===== config.mk =====
export PLATFORM = sky130hd
export DESIGN_NAME = reg_file
export DESIGN_NICKNAME = d
export VERILOG_FILES = /design/src/rtl/cpu_pkg.sv /design/src/rtl/reg_file_wr_decoder.sv /design/src/rtl/reg_file.sv
export SDC_FILE = /design/constraint.sdc
export NUM_CORES = 1
export LEC_CHECK = 0
export CAP_MARGIN = 20
export CORE_MARGIN = 2
export CORE_UTILIZATION = 50
export CTS_CLUSTER_SIZE = 40
export DETAILED_ROUTE_END_ITERATION = 10
export GPL_TIMING_DRIVEN = 1
export PLACE_DENSITY = 0.72
export SYNTH_ARGS = -nofsm -noshare
export SYNTH_HDL_FRONTEND = slang
export SYNTH_SLANG_ARGS = --single-unit

===== constraint.sdc =====
create_clock -name clk -period 3 [get_ports clk]
set_input_delay 0.9 -clock clk [delete_from_list [all_inputs] [get_ports clk]]
set_output_delay 0.9 -clock clk [all_outputs]
set_load 0.1 [all_outputs]

===== src/rtl/cpu_pkg.sv =====
// rtl/cpu_pkg.sv - shared register-file widths, types and the zero-register index
package cpu_pkg;
    localparam int REG_ADDR_WIDTH = 4;
    localparam int REG_DATA_WIDTH = 16;
    localparam int REG_NUMBER     = 1 << REG_ADDR_WIDTH;

    typedef logic [REG_ADDR_WIDTH-1:0] reg_addr_t;
    typedef logic [REG_DATA_WIDTH-1:0] reg_data_t;

    localparam int ZERO_REG = 0;
endpackage


===== src/rtl/reg_file_wr_decoder.sv =====
// rtl/reg_file_wr_decoder.sv - write-port address decoder, one-hot enable or all-zero when idle
module wr_decoder #(
    parameter int ADDR_WIDTH = 4,
    parameter int NUM_REGS   = 1 << ADDR_WIDTH
) (
    input  logic                  we,
    input  logic [ADDR_WIDTH-1:0] waddr,
    output logic [NUM_REGS-1:0]   wr_en
);

    always_comb begin
        wr_en = '0;
        if (we) begin
            wr_en[waddr] = 1'b1;
        end
    end

endmodule


===== src/rtl/reg_file.sv =====
// rtl/reg_file.sv - 2R1W register file, r0 hardwired zero; optional forwarding under REG_FILE_BYPASS_EN
module reg_file #(
    parameter int REG_ADDR_WIDTH = cpu_pkg::REG_ADDR_WIDTH,
    parameter int REG_DATA_WIDTH = cpu_pkg::REG_DATA_WIDTH,
    parameter int REG_NUMBER     = cpu_pkg::REG_NUMBER
) (
    input  logic                      clk,
    input  logic                      rst_n,
    input  logic                      we,
    input  logic [REG_ADDR_WIDTH-1:0] waddr,
    input  logic [REG_DATA_WIDTH-1:0] wdata,
    input  logic [REG_ADDR_WIDTH-1:0] raddr_a,
    input  logic [REG_ADDR_WIDTH-1:0] raddr_b,
    output logic [REG_DATA_WIDTH-1:0] rdata_a,
    output logic [REG_DATA_WIDTH-1:0] rdata_b,
    output logic [REG_NUMBER-1:0]     wr_onehot,
    output logic [7:0]                wr_count
);
    import cpu_pkg::*;

    localparam logic [REG_ADDR_WIDTH-1:0] ZERO_IDX = REG_ADDR_WIDTH'(ZERO_REG);

    logic [REG_NUMBER-1:0]     wr_en;
    logic [REG_DATA_WIDTH-1:0] regs [REG_NUMBER];

    wr_decoder #(
        .ADDR_WIDTH (REG_ADDR_WIDTH),
        .NUM_REGS   (REG_NUMBER)
    ) u_wr_decoder (
        .we    (we),
        .waddr (waddr),
        .wr_en (wr_en)
    );

    // Entry 0 is only ever reset, so it reads as zero while its write is still counted.
    always_ff @(posedge clk or negedge rst_n) begin
        if (!rst_n) begin
            for (int i = 0; i < REG_NUMBER; i++) begin
                regs[i] <= '0;
            end
        end else begin
            for (int i = 1; i < REG_NUMBER; i++) begin
                if (wr_en[i]) begin
                    regs[i] <= wdata;
                end
            end
        end
    end

    always_ff @(posedge clk or negedge rst_n) begin
        if (!rst_n) begin
            wr_onehot <= '0;
            wr_count  <= '0;
        end else if (we) begin
            wr_onehot <= wr_en;
            if (wr_count != 8'hFF) begin
                wr_count <= wr_count + 8'd1;
            end
        end
    end

    always_comb begin
        rdata_a = regs[raddr_a];
        rdata_b = regs[raddr_b];
`ifdef REG_FILE_BYPASS_EN
        // Forwarding is gated by rst_n so reads stay zero throughout reset.
        if (rst_n && we && (waddr != ZERO_IDX)) begin
            if (raddr_a == waddr) begin
                rdata_a = wdata;
            end
            if (raddr_b == waddr) begin
                rdata_b = wdata;
            end
        end
`else
`endif
    end

endmodule


final_placement.png
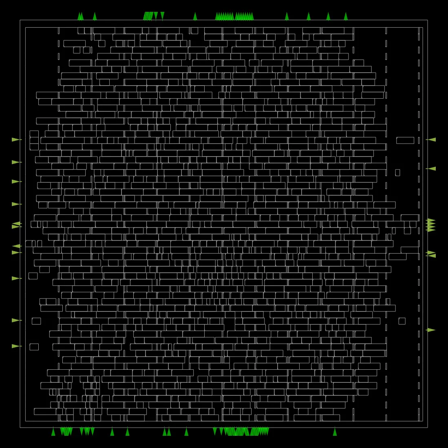
final std cells w/o fill: 1539
flop count: 264

met3.png
The bar under the picture is 50 um long.
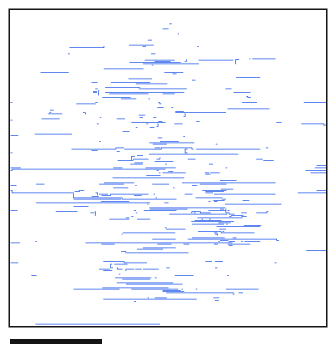
wire length on this layer = 2830 um
longest straight run = 83.3 um
final wirelength: 43980 um
Vias: 9863

==> results.cfg <==
; implementation run metrics
[power]
combinationalPowerShare = 0.352
p_leak_uw = 0.008226
power_leader = sequential cells
switchingPower_uw = 4704
peakVddDrop_mv = 0.9632
pwr_density_cell_mw_per_mm2 = 731.8
seqPwrFrac = 0.370

[floorplanning]
coreArea_mm2 = 0.02778
chip_area_mm2 = 0.02951
die_h_um = 171.8
die_x_um = 171.8

[synth]
ys_cells = 938
ys_chip_area_mm2 = 0.01408
ys_warn_count = 16
syn_area_mm2 = 0.01408
floorplan.nets = 970
ys_ff = 264
synth_cells = 938
ys_seq_share = 0.4693

[final_timing]
setup_viol = 32
drv_slew = 0
final.setup.tns_ps = -9572
grt_setup_unrepaired = yes
tightest_slew_ps = 587.8
relSlewSlack = 0.6069
fin_ws_ps = -394.0
hold_slack_ps = 292.7
fin_crit_ps = 3394
fmax_ghz = 0.2946

[final_layout]
postLayoutCellArea_mm2 = 0.01878
lay_top_cells = 264 x dfrtp_1, 219 x mux2_2, 127 x buf_4, 95 x mux4_2
fin_nets = 1170
fin_util = 0.6760

[clock_network]
ctsResizeCount = 107
cts_tree = yes
cts_hold_buffers = 0
numCtsBuffers = 29
path_clk_slew_ps = 60

[routing]
antenna_left = 0
vias_per_cell = 6.409
drt_first_pass_iters = 5
drc = 0
wl_per_cell_um = 28.58

[global_routing]
overflow = 0
gr-usage-all-layers = 0.3041
met2_usage = 0.4989
grt_pass1_vias = 10350
grt_use_met1 = 0.4040
grtUsageMet3 = 0.04924
busiest_layer = met2
antenna_found_initial = 2

[place]
place_congestion = 0.8314
postPlaceCellArea_mm2 = 0.01655
pre_cts_ws_ps = -531.9

[critical_path]
crit_fanout = 7
cp_num_cells = 6
crit_path_top_delay_cell = mux4_2
start_kind = primary input
critPathKind = primary input to output pin
crit_path_end_kind = output pin
arrival_ps = 2490
slowest_delay_ps = 520
cp_data_required_time_ps = 2100

[status]
status = finished, violations left
violations = negative setup slack

[min_path]
hold_class = primary input to async pin

[run]
tool_warnings = 29
drv_cap = 0
clock_map.png
The bar under the picture is 50 um long.
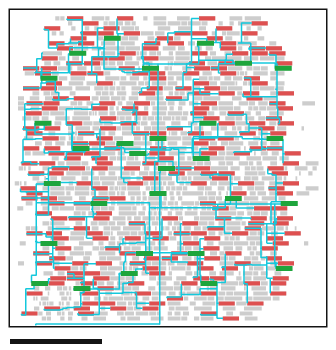
cells driving clock nets -> green  # count 29
flip-flops -> red  # count 264
clock wires -> cyan  # length 3380 um
flops lie = widely spread
clk latency late pin: 550 ps
share of total power in the clock network: 0.277
clk_skew: 12.36 ps
clk pwr: 3810 uW

per-layer routing:
layer  wire length (um)  up-vias  share of wire
li1                   -     4040              -
met1              17530     5241           0.40
met2              21610      451           0.49
met3               2833      131          0.064
met4               2005        0          0.046
met5                  0        -              0
logic make-up (layout without fill, tap and decap cells):
| logic type | after synthesis | after routing | share of synthesized area |
|---|---|---|---|
| multiplexers | 402 | 402 | 0.4078 |
| flip-flops | 264 | 264 | 0.4693 |
| AND-OR/OR-AND | 99 | 99 | 0.05440 |
| buffers and inverters | 92 | 312 | 0.03555 |
| AND/OR/NAND/NOR | 74 | 75 | 0.02835 |
| XOR/XNOR | 6 | 6 | 0.003733 |
| adder cells (fa/ha/maj) | 1 | 1 | 0.0008887 |
| other | 0 | 2 | 0 |
flip-flops by register name, summed over array words and instances (netlist names):
| register | count |
|---|---|
| regs | 240 |
| wr_count | 8 |
| wr_onehot | 16 |
path summary, 6_finish.rpt:
check	start	end	slack (ps)
hold reg to reg	wr_onehot[3]$_DFFE_PN0P_	wr_onehot[3]$_DFFE_PN0P_	480
setup reg to reg	wr_count[3]$_DFFE_PN0P_	wr_count[3]$_DFFE_PN0P_	1520
min in group clk	wr_onehot[3]$_DFFE_PN0P_	wr_onehot[3]$_DFFE_PN0P_	480
hold / removal	rst_n	regs[5]$_DFFE_PN0P_	290
setup / recovery	raddr_b[0]	rdata_b[7]	-390
max in group asynchronous	rst_n	regs[141]$_DFFE_PN0P_	1960
layout make-up:
| type | instances | area, um^2 | area share |
|---|---|---|---|
| Clock inverter | 12 | 167.7 | 0.008928 |
| Sequential cell | 264 | 6606 | 0.3518 |
| Timing Repair Buffer | 251 | 3159 | 0.1682 |
| Antenna cell | 2 | 5.005 | 0.0002665 |
| Inverter | 9 | 33.78 | 0.001799 |
| Clock buffer | 40 | 857.1 | 0.04564 |
| Tap cell | 378 | 473.0 | 0.02518 |
| Multi-Input combinational cell | 583 | 7477 | 0.3982 |
Yosys cell counts:
library cell / count / area, um^2
mux2_4: 45 / 675.7
and4_1: 1 / 8.760
dfrtp_1: 264 / 6606
nand2b_1: 3 / 18.77
inv_1: 9 / 33.78
buf_4: 6 / 45.04
xnor2_1: 4 / 35.03
mux4_2: 95 / 2140
nand3_1: 11 / 55.05
clkbuf_1: 31 / 116.4
mux2_2: 235 / 2646
nand2_1: 19 / 71.32
nand3_2: 1 / 10.01
nand4_1: 2 / 12.51
o211ai_1: 9 / 67.56
mux2i_1: 20 / 200.2
nand3b_2: 2 / 22.52
buf_6: 13 / 146.4
a41o_1: 1 / 10.01
nor3_1: 3 / 15.01
nor2_2: 9 / 56.30
a41oi_1: 1 / 8.760
nor4_1: 1 / 6.260
nor4_4: 1 / 21.27
buf_1: 5 / 18.77
or4_1: 2 / 15.01
or3_1: 3 / 18.77
ha_1: 1 / 12.51
a221oi_1: 17 / 148.9
xor2_1: 2 / 17.52
o21ai_0: 8 / 40.04
buf_2: 28 / 140.1
o221ai_1: 7 / 61.31
o22a_1: 6 / 52.55
a21oi_1: 16 / 80.08
nor2b_1: 3 / 18.77
mux2_1: 7 / 78.83
a21o_1: 10 / 75.07
a22o_1: 15 / 131.4
a221o_1: 9 / 90.09
nor2_1: 13 / 48.80
Power is estimated from default activity; no workload was simulated.
